--- src/rtl/wb_crc32.sv ---
// wb_crc32: Wishbone B4 pipelined slave computing reflected CRC-32
// (poly 0xEDB88320, init 0xFFFFFFFF, final XOR 0xFFFFFFFF) over data bytes
// written by the bus master. A bit-serial engine processes BITS_PER_CYCLE
// bits per clock and the slave stalls the bus while the engine is busy.
//
// Ports:
//   clk, rst_n       clock, asynchronous active-low reset
//   cyc, stb, we     Wishbone cycle, strobe, write enable
//   sel[3:0]         byte lane selects (DATA writes only)
//   adr[AW-1:0]      byte address, only adr[3:2] decoded
//   dat_i[31:0]      write data
//   dat_o[31:0]      read data, valid in the ack cycle, 0 otherwise
//   ack, err         response one cycle after acceptance, gated by cyc
//   stall            pipeline stall
//   busy             engine active; also exposes the FSM state (SHIFT)
//
// Handshake: a request is accepted on a rising edge where cyc & stb & !stall.
// The response (ack or err) appears the following cycle for exactly one
// cycle, and is dropped if the master has released cyc by then.
//
// Register map (adr[3:2]): 0 CTRL (W, bit0 reloads crc), 1 DATA (W),
// 2 RESULT (R, ~crc), 3 STATUS (R, bit0 = busy).
module wb_crc32 #(
  parameter int BITS_PER_CYCLE = 1,
  parameter int AW             = 32
) (
  input  logic          clk,
  input  logic          rst_n,
  input  logic          cyc,
  input  logic          stb,
  input  logic          we,
  input  logic [3:0]    sel,
  input  logic [AW-1:0] adr,
  input  logic [31:0]   dat_i,
  output logic [31:0]   dat_o,
  output logic          ack,
  output logic          stall,
  output logic          err,
  output logic          busy
);

  localparam logic [31:0] POLY     = 32'hEDB88320;
  localparam logic [2:0]  BIT_INC  = 3'(BITS_PER_CYCLE % 8);
  localparam logic [2:0]  LAST_BIT = 3'(8 - BITS_PER_CYCLE);

  typedef enum logic {IDLE, SHIFT} state_t;

  state_t      state_q, state_d;
  logic [31:0] crc_q, crc_nxt;
  logic [31:0] shreg_q;
  logic [3:0]  mask_q, mask_next;
  logic [2:0]  bit_cnt_q;
  logic [31:0] rdata_q;
  logic        ack_pend_q, err_pend_q;

  logic [1:0]  reg_idx;
  logic        accept, wr_data, start, bad_sel, byte_done, ctrl_init;
  logic [1:0]  lane;
  logic [7:0]  cur_byte;

  logic        unused_adr;
  assign unused_adr = ^{adr[AW-1:4], adr[1:0]};

  assign reg_idx   = adr[3:2];
  assign busy      = (state_q == SHIFT);
  // STATUS reads pass through while busy so firmware can poll.
  assign stall     = busy & cyc & stb & ~(~we & (reg_idx == 2'd3));
  assign accept    = cyc & stb & ~stall;
  assign wr_data   = accept & we & (reg_idx == 2'd1);
  assign start     = wr_data & (sel != 4'b0000);
  assign bad_sel   = wr_data & (sel == 4'b0000);
  assign ctrl_init = accept & we & (reg_idx == 2'd0) & dat_i[0];
  assign byte_done = (bit_cnt_q == LAST_BIT);

  // mask_q holds the lanes still to be processed; the current lane is the
  // lowest set bit, and clearing it advances to the next lane upward.
  assign mask_next = mask_q & (mask_q - 4'd1);

  always_comb begin
    lane = 2'd3;
    if (mask_q[0])      lane = 2'd0;
    else if (mask_q[1]) lane = 2'd1;
    else if (mask_q[2]) lane = 2'd2;
  end

  assign cur_byte = shreg_q[{lane, 3'b000} +: 8];

  // BITS_PER_CYCLE serial CRC steps, LSB of the byte first.
  always_comb begin
    logic [2:0] bit_idx;
    logic       fb;
    bit_idx = 3'd0;
    fb      = 1'b0;
    crc_nxt = crc_q;
    for (int i = 0; i < BITS_PER_CYCLE; i++) begin
      bit_idx = bit_cnt_q + 3'(i);
      fb      = crc_nxt[0] ^ cur_byte[bit_idx];
      crc_nxt = (crc_nxt >> 1) ^ (fb ? POLY : 32'h0);
    end
  end

  always_ff @(posedge clk or negedge rst_n) begin
    if (!rst_n) state_q <= IDLE;
    else        state_q <= state_d;
  end

  always_comb begin
    state_d = state_q;
    case (state_q)
      IDLE:  if (start) state_d = SHIFT;
      SHIFT: if (byte_done && (mask_next == 4'b0000)) state_d = IDLE;
      default: state_d = IDLE;
    endcase
  end

  always_ff @(posedge clk or negedge rst_n) begin
    if (!rst_n) begin
      crc_q     <= 32'hFFFFFFFF;
      shreg_q   <= 32'h0;
      mask_q    <= 4'b0000;
      bit_cnt_q <= 3'd0;
    end else begin
      if (start) begin
        shreg_q   <= dat_i;
        mask_q    <= sel;
        bit_cnt_q <= 3'd0;
      end else if (state_q == SHIFT) begin
        crc_q <= crc_nxt;
        if (byte_done) begin
          bit_cnt_q <= 3'd0;
          mask_q    <= mask_next;
        end else begin
          bit_cnt_q <= bit_cnt_q + BIT_INC;
        end
      end
      // Only reachable in IDLE: CTRL writes are stalled while shifting.
      if (ctrl_init) crc_q <= 32'hFFFFFFFF;
    end
  end

  always_ff @(posedge clk or negedge rst_n) begin
    if (!rst_n) begin
      ack_pend_q <= 1'b0;
      err_pend_q <= 1'b0;
      rdata_q    <= 32'h0;
    end else begin
      ack_pend_q <= accept & ~bad_sel;
      err_pend_q <= bad_sel;
      rdata_q    <= 32'h0;
      if (accept && !we) begin
        case (reg_idx)
          2'd2:    rdata_q <= ~crc_q;
          2'd3:    rdata_q <= {31'h0, busy};
          default: rdata_q <= 32'h0;
        endcase
      end
    end
  end

  assign ack   = ack_pend_q & cyc;
  assign err   = err_pend_q & cyc;
  assign dat_o = ack ? rdata_q : 32'h0;

endmodule

--- config.mk ---
export PLATFORM = sky130hd
export DESIGN_NAME = wb_crc32
export DESIGN_NICKNAME = d
export VERILOG_FILES = /design/src/rtl/wb_crc32.sv
export SDC_FILE = /design/constraint.sdc
export NUM_CORES = 1
export LEC_CHECK = 0
export ABC_AREA = 1
export CAP_MARGIN = 20
export CORE_MARGIN = 5
export CORE_UTILIZATION = 50
export CTS_BUF_LIST = sky130_fd_sc_hd__clkbuf_4
export DETAILED_ROUTE_END_ITERATION = 8
export PLACE_DENSITY = 0.79
export SYNTH_ARGS = -nofsm -noshare
export SYNTH_HDL_FRONTEND = slang
export SYNTH_SLANG_ARGS = --single-unit
--- constraint.sdc ---
create_clock -name clk -period 3.75 [get_ports clk]
set_input_delay 0.75 -clock clk [delete_from_list [all_inputs] [get_ports clk]]
set_output_delay 0.75 -clock clk [all_outputs]
set_load 0.05 [all_outputs]
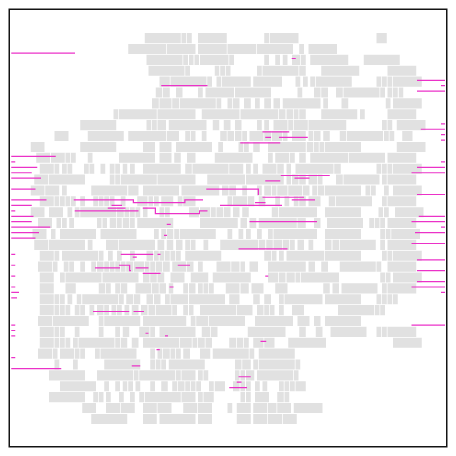
Run 1: signal wires on met3
Drawn at 4 px/um.
nets with wire on the layer: 73
share of all routed wire: 4.8%
final WL: 10.12 mm
via count: 3,974

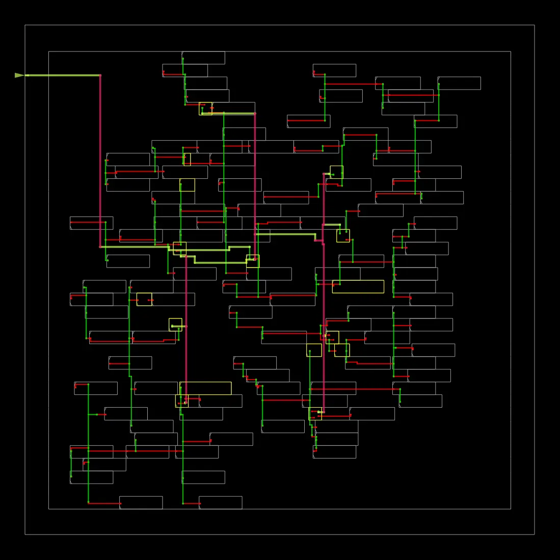
Run 1: the clock network
CTS Sinks: 106
clk_buf instances: 9

==> results.sh, run 1 <==
# yosys + openroad results
export IMPL_antenna_found_initial=0
export IMPL_num_rows=36
export IMPL_crit_type="in -> out"
export IMPL_grt_ovfl_total=0
export IMPL_ys_seq_share_pct=54.91
export IMPL_fp_utilization_pct=50.63
export IMPL_tightest_slew_ns=1.082
export IMPL_grt_total_usage_pct=18.36
export IMPL_dr_pass1_iters=5
export IMPL_path_max_fanout=4
export IMPL_power_uw=4167
export IMPL_finalClockPeriodUsage_pct=83.20
export IMPL_crit_chain="clkdlybuf4s50_1 -> nand3_1 -> a31oi_1 -> clkdlybuf4s50_1"
export IMPL_area_growth_pct=26.84
export IMPL_core_um2=9684
export IMPL_dp_cells=772
export IMPL_lay_top_cells="159 x nand2_1, 74 x dfrtp_1, 73 x inv_1, 55 x nand3_1, 49 x nor2_1"
export IMPL_maxSlewHeadroom_pct=27.69
export IMPL_reg2reg_slack_ns=1.52
export IMPL_dp_hpwl_mm=7.194
export IMPL_critPathLaunchType="input pin"
export IMPL_async_reset_ff_share_pct=100.0
export IMPL_power_switching_uw=1711
export IMPL_crit_arrival_ns=2.37
export IMPL_ctsHoldBuffers=0
export IMPL_nets=725
export IMPL_nFillCells=777
export IMPL_pwr_share_clk_pct=15.8
export IMPL_period_minus_slack_ns=3.120
export IMPL_cp_end_kind="primary output"
export IMPL_crit_cells=4
export IMPL_chip_area_um2=11890
export IMPL_ys_chip_area_um2=4903
export IMPL_leakage_uw=0.002888
export IMPL_power_per_cell_area_nw_per_um2=669.9
export IMPL_cp_common_cell="clkdlybuf4s50_1"
export IMPL_crit_path_end="stall"
export IMPL_syn_inst=583
export IMPL_setup_viol=0
export IMPL_grt_max_degree=71
export IMPL_syn_area_um2=4903
export IMPL_syn_nets=658
export IMPL_postCtsSetupBuffers=0
export IMPL_edf_count=0
export IMPL_ys_cells=583
export IMPL_clk_path_buf_depth=2
export IMPL_finalSetupTns_ns=0
export IMPL_logic_area_um2=1757
export IMPL_slew_violations=0
export IMPL_seqCellArea_um2=2693
export IMPL_hold_viol=0
export IMPL_reg2reg_depth=12
export IMPL_placed_area_um2=6053
export IMPL_n_antenna_cell=0
export IMPL_io_buffers=78
export IMPL_sequentialPowerShare_pct=43.6
export IMPL_drc=0
export IMPL_synth_cell_type_count=31
export IMPL_dr_first_iter_drc_count=195
export IMPL_critical_path_buf_inv_count=2
export IMPL_stdcell_area_um2=6220
export IMPL_clk_latency_ns=0.47
export IMPL_worstHoldPathType="in -> async"
export IMPL_avgSynthCellArea_um2=8.411
export IMPL_status="finished clean"
export IMPL_wl_per_cell_um=12.85
export IMPL_ff_type="dfrtp_1"
export IMPL_slowest_stage="clkdlybuf4s50_1"
export IMPL_comb_power_share_pct=40.6
export IMPL_finClkSkew_ns=0.02848
export IMPL_io_pins=109
export IMPL_cpLargestDelayFamily="buffers and inverters"
export IMPL_cts_tree="yes"
export IMPL_die_x_um=109.0
export IMPL_numCtsBuffers=9
export IMPL_ant_nets=0
export IMPL_htreeDepth=3
export IMPL_yosysWarnings=0
export IMPL_cts_resized_gates=0
export IMPL_fp_dieH_um=109.0
export IMPL_grt_pass1_wl_mm=17.37
export IMPL_ys_ff=106
export IMPL_rr_endpoint="crc_q[15]$_DFFE_PN1P_"
export IMPL_max_cap_violations=0
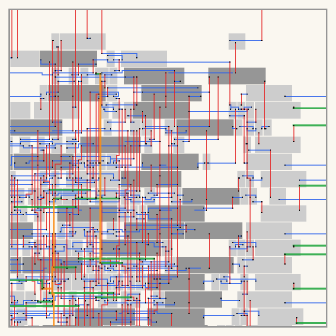
Run 1: a small window of the routed layout
Window x 57 to 107, y 57 to 107 um. Cells in grey, sequential cells in the stronger grey; small squares are vias.
| colour | layer |
|---|---|
| green | metal 3 |
| blue | metal 1 |
| orange | metal 4 |
| red | metal 2 |
most frequent: inv_1 (31), nand3_1 (19), nor2_1 (17)
sequential cells in the window: 24
cells with their middle in the window: 150
netlist names of flops here include: rdata_q (14), crc_q (10)

-- run 1: registers in the layout (all words and copies together), names as in the netlist --
name and count:
shreg_q 32, busy 1, ack_pend_q 1, mask_q 4, err_pend_q 1, bit_cnt_q 3, crc_q 32, rdata_q 32
-- run 1: worst min path at each step --
stage / start / endpoint / slack (ns) / cells after the start
detailed placement: shreg_q[11]$_DFFE_PN0P_ / shreg_q[11]$_DFFE_PN0P_ / 0.46 / 2
global placement: shreg_q[9]$_DFFE_PN0P_ / shreg_q[9]$_DFFE_PN0P_ / 0.46 / 2
floorplan: shreg_q[10]$_DFFE_PN0P_ / shreg_q[10]$_DFFE_PN0P_ / 0.44 / 2
CTS: rst_n / rdata_q[24]$_DFF_PN0_ / 0.37 / 1
global route: rst_n / rdata_q[24]$_DFF_PN0_ / 0.41 / 1
finish: rst_n / rdata_q[24]$_DFF_PN0_ / 0.34 / 1
-- run 1: final cells by class --
class	instances	area share [%]
Sequential cell	106	43.29
Multi-Input combinational cell	370	28.24
Timing Repair Buffer	84	18.35
Inverter	79	4.768
Tap cell	133	2.676
Clock inverter	7	1.589
Clock buffer	9	1.086
-- run 1: cell usage after synthesis, types with 2 or more instances --
library cell  count  share of area, %
nand2_4           2              0.46
o221ai_1          2              0.36
or2_0             2              0.26
nor2_1           49               3.8
o21ai_0          13               1.3
inv_2             5              0.38
buf_6             4              0.92
ha_1              2              0.51
nor3_1           31               3.2
buf_4             4              0.61
buf_2             6              0.61
nand3_1          55               5.6
a31oi_1           2              0.26
o22a_1            9               1.6
dfrtp_1          74                38
nand2_1         159                12
nand2_2           3              0.38
or2_2             4              0.51
a21oi_1          17               1.7
nand3_2          13               2.7
clkbuf_1         14               1.1
dfstp_2          32                17
inv_1            73               5.6
-- run 1: logic make-up after synthesis --
family | Yosys count | share of synthesized area (%)
and+or+nand+nor | 323 | 29.73
buffers and inverters | 107 | 9.262
DFF | 106 | 54.91
AOI/OAI and AO/OA | 45 | 5.588
adders and majority gates | 2 | 0.5103
-- run 1: metrics by stage --
step | hold slack [ns] | utilization (%)
after global placement | 0.4601 | 62.51
after detailed placement | 0.4605 | 62.51
final | 0.3375 | 64.22
after global routing | 0.4059 | 64.22
after CTS | 0.3732 | 64.22
after floorplan | 0.4436 | -
-- run 1: per-layer routing --
metal  share of wire, %  vias to the layer above  global-route usage, %
li1                   -                     1969                      -
met5                  0                        -                      0
met3                4.8                       23                  3.197
met4                2.7                        0                  7.214
met1                 44                     1865                  24.52
met2                 49                      117                  29.87
-- run 1: power by group through the flow --
| stage | clock, uW | combinational (uW) | sequential (uW) |
|---|---|---|---|
| floorplan | 0 | 1390 | 1770 |
| global placement | 0 | 1610 | 1810 |
| detailed placement | 0 | 1680 | 1830 |
| CTS | 673 | 1690 | 1810 |
| global route | 716 | 1910 | 1850 |
| finish | 660 | 1690 | 1810 |
## Run 2: what changed since run 1
==> constraint.sdc (replaced) <==
create_clock -name clk -period 3 [get_ports clk]
set_input_delay 0.6 -clock clk [delete_from_list [all_inputs] [get_ports clk]]
set_output_delay 0.6 -clock clk [all_outputs]
set_load 0.05 [all_outputs]
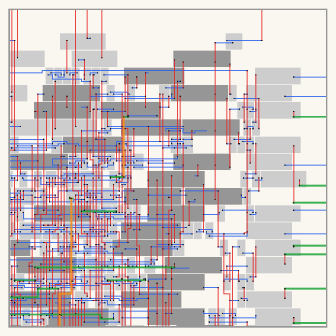
Run 2: a small window of the routed layout
Window x 57 to 107, y 57 to 107 um. Cells in grey, sequential cells in the stronger grey; small squares are vias.
| colour | layer |
|---|---|
| green | metal 3 |
| red | metal 2 |
| blue | metal 1 |
| orange | metal 4 |
netlist names of flops here include: rdata_q (14), crc_q (11)
sequential cells in the window: 25
most frequent: inv_1 (29), nor2_1 (18)
cells with their middle in the window: 146

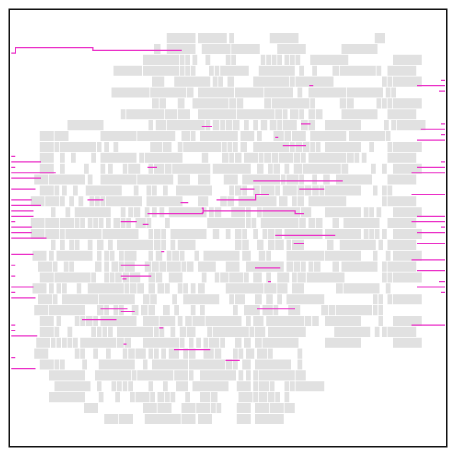
Run 2: signal wires on met3
Drawn at 4 px/um.
share of all routed wire: 4.3%
main direction: horizontal
longest straight run: 23.0 um
nets with wire on the layer: 70
wire length on this layer: 446 um
final WL: 10.29 mm
via count: 3,975
M3 GR Usage: 2.664%

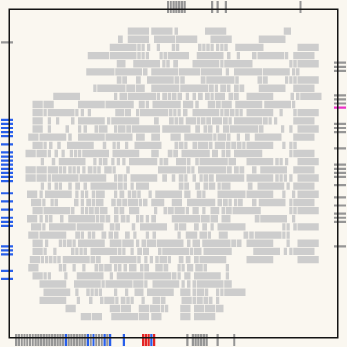
Run 2: pin placement
Drawn at 3 px/um. Pins as bars across the die edge, other pins in grey.
| colour | port | pins | direction | edge |
|---|---|---|---|---|
| blue | dat_i | 32 | input | 25 west, 7 south |
| magenta | ack | 1 | output | east |
| red | sel | 4 | input | south |
Die Y: 109.0 um
die width: 109.0 um
# port buffers: 78

==> run 2 against run 1 <==
Via count barely moved. First-iteration DRC count rose by 4.6%. Sequential cell count did not move. Routed wire length rose by 1.6%. Sequential share of layout area fell by 0.052 points. Clock power rose by 1%. Non-clock buffer count rose by 2. Register-to-register slack got worse by 0.78 ns. Clock-buffer cell count rose by 1. Combinational power rose by 25%. Final cell count rose by 0.25%. Largest power group unchanged.
==> results.sh, run 2 <==
# yosys + openroad results
export IMPL_n_antenna_cell=0
export IMPL_ys_seq_share_pct=54.91
export IMPL_clk_latency_ns=0.44
export IMPL_maxSlewHeadroom_pct=50.60
export IMPL_ys_chip_area_um2=4903
export IMPL_syn_area_um2=4903
export IMPL_power_uw=5058
export IMPL_finClkSkew_ns=0.01662
export IMPL_power_per_cell_area_nw_per_um2=812.2
export IMPL_critPathLaunchType="input pin"
export IMPL_area_growth_pct=27.00
export IMPL_synth_cell_type_count=31
export IMPL_crit_chain="clkdlybuf4s50_1 -> nand2_1 -> buf_4 -> nor2_1 -> buf_12"
export IMPL_simple_gate_share_pct=29.73
export IMPL_slew_violations=0
export IMPL_period_minus_slack_ns=2.402
export IMPL_avgSynthCellArea_um2=8.411
export IMPL_clkTransAtPathRegs_ns=0.17
export IMPL_use_met2_pct=31.14
export IMPL_clk_path_buf_depth=2
export IMPL_lay_top_cells="159 x nand2_1, 74 x dfrtp_1, 73 x inv_1, 55 x nand3_1, 49 x nor2_1"
export IMPL_grt_pass1_wl_mm=17.77
export IMPL_cp_required_ns=2.40
export IMPL_vias_per_cell=5.032
export IMPL_worstHoldPathType="in -> async"
export IMPL_wl_per_cell_um=13.03
export IMPL_tool_warnings=56
export IMPL_drive_above_1_share_pct=18.42
export IMPL_layout_top_cell="nand2_1"
export IMPL_hold_viol=0
export IMPL_fp_utilization_pct=50.63
export IMPL_postCtsSetupBuffers=0
export IMPL_busiest_layer="met2"
export IMPL_ys_ff=106
export IMPL_grtUsageMet1_pct=24.37
export IMPL_grt_pass1_vias=3953
export IMPL_cts_resized_gates=0
export IMPL_io_pins=109
export IMPL_synth_xor_area_share_pct=0
export IMPL_top_cells_by_count="159 x nand2_1, 74 x dfrtp_1, 73 x inv_1, 55 x nand3_1, 49 x nor2_1"
export IMPL_top_cell_area_share_pct=37.76
export IMPL_topCombFamilyByArea="simple AND/OR/NAND/NOR gates"
export IMPL_place_gp_congestion=0.8688
export IMPL_rsz0062_at_grt="no"
export IMPL_top_regs="crc_q x32, rdata_q x32, shreg_q x32"
export IMPL_fmax_ghz=0.4163
export IMPL_synth_top_cell_by_count="nand2_1"
export IMPL_max_cap_violations=0
export IMPL_numCtsBuffers=9
export IMPL_num_rows=36
export IMPL_leakage_uw=0.002891
export IMPL_cpPeakStageDelay_ns=0.51
export IMPL_cts_tree="yes"
export IMPL_syn_nets=658
export IMPL_synthAoiAreaFrac_pct=5.588
export IMPL_ff_type="dfrtp_1"
export IMPL_setup_viol=0
export IMPL_ctsHoldBuffers=0
export IMPL_dr_pass1_iters=5
export IMPL_tightest_slew_ns=0.7410
export IMPL_reg2reg_depth=12
export IMPL_grt_total_usage_pct=18.49
export IMPL_cpLargestDelayFamily="buffers and inverters"
export IMPL_finalClockPeriodUsage_pct=80.06
export IMPL_antenna_found_initial=0
export IMPL_cts_sinks=106
export IMPL_path_max_fanout=33
export IMPL_critical_path_buf_inv_count=3
export IMPL_root_buffer="clkbuf_4"
export IMPL_ys_sh_mux_pct=0
export IMPL_yosysWarnings=0
export IMPL_chip_area_um2=11890
export IMPL_crit_cells=5
export IMPL_ant_nets=0
export IMPL_grt_max_degree=60
export IMPL_core_um2=9684
export IMPL_cp_end_kind="primary output"
export IMPL_synthTopCellsByArea="dfrtp_1 38%, dfstp_2 17%, nand2_1 12%"
export IMPL_drc=0
export IMPL_dp_hpwl_mm=7.328
export IMPL_max_vdd_ir_drop_mv=0.3738
export IMPL_ys_cells=583
export IMPL_syn_inst=583
export IMPL_nFillCells=801
export IMPL_yosys_area_share_adder_pct=0.5103
export IMPL_yosysTopAreaCell="dfrtp_1"
export IMPL_dr_first_iter_drc_count=204
export IMPL_crit_type="in -> out"
export IMPL_crit_arrival_ns=1.80
export IMPL_slowest_stage="clkdlybuf4s50_1"
export IMPL_async_reset_ff_share_pct=100.0
export IMPL_nets=727
export IMPL_grt_ovfl_total=0
export IMPL_finalSetupTns_ns=0
export IMPL_htreeDepth=3
export IMPL_edf_count=0
export IMPL_status="finished clean"
==> run 2: layout make-up <==
class                           count  area [um^2]  share of cell area [%]
Multi-Input combinational cell    370         1757                   28.21
Sequential cell                   106         2693                   43.24
Tap cell                          133        166.4                   2.672
Inverter                           79        296.5                   4.762
Clock buffer                       10        75.07                   1.206
Timing Repair Buffer               86         1189                   19.09
Clock inverter                      6        51.30                  0.8238
==> run 2: cell families (layout without fill, tap and decap cells) <==
logic type,after synthesis,after routing
and+or+nand+nor,323,323
buffers and inverters,107,181
DFF,106,106
AOI/OAI and AO/OA,45,45
adders and majority gates,2,2
==> run 2: layer usage <==
layer  vias up  part of all wire [%]
met5         -                     0
met4         0                   1.3
met3        14                   4.3
met2        99                    51
met1      1900                    44
li1       1962                     -
==> run 2: stage by stage <==
step	hold WS, ns	instances	cell area (um^2)	worst slack [ns]	utilization (%)
floorplan	0.3044	583	4903	0.1802	-
CTS	0.2132	790	6227	0.5819	64.30
global placement	0.4600	774	6101	0.2620	63.00
finish	0.1837	790	6227	0.5981	64.30
global route	0.2238	790	6227	0.4938	64.30
detailed placement	0.4621	774	6101	0.2307	63.00
==> run 2: report_power, final <==
group	internal (uW)	leakage [uW]	total [uW]	switching (uW)
Combinational	764	0.00151	2120	1360
Clock	191	0.0000676	668	477
Sequential	1970	0.00131	2270	301
==> run 2: final timing paths <==
kind	start	end	slack, ns
max in group asynchronous	rst_n	crc_q[19]$_DFFE_PN1P_	2.01
setup / recovery	cyc	dat_o[19]	0.60
setup reg to reg	mask_q[0]$_DFFE_PN0P_	crc_q[5]$_DFFE_PN1P_	0.74
hold / removal	rst_n	rdata_q[24]$_DFF_PN0_	0.18
hold reg to reg	shreg_q[12]$_DFFE_PN0P_	shreg_q[12]$_DFFE_PN0P_	0.50
min in group clk	shreg_q[12]$_DFFE_PN0P_	shreg_q[12]$_DFFE_PN0P_	0.50
Power figures rest on the tool's default switching activity, not on a simulated workload.
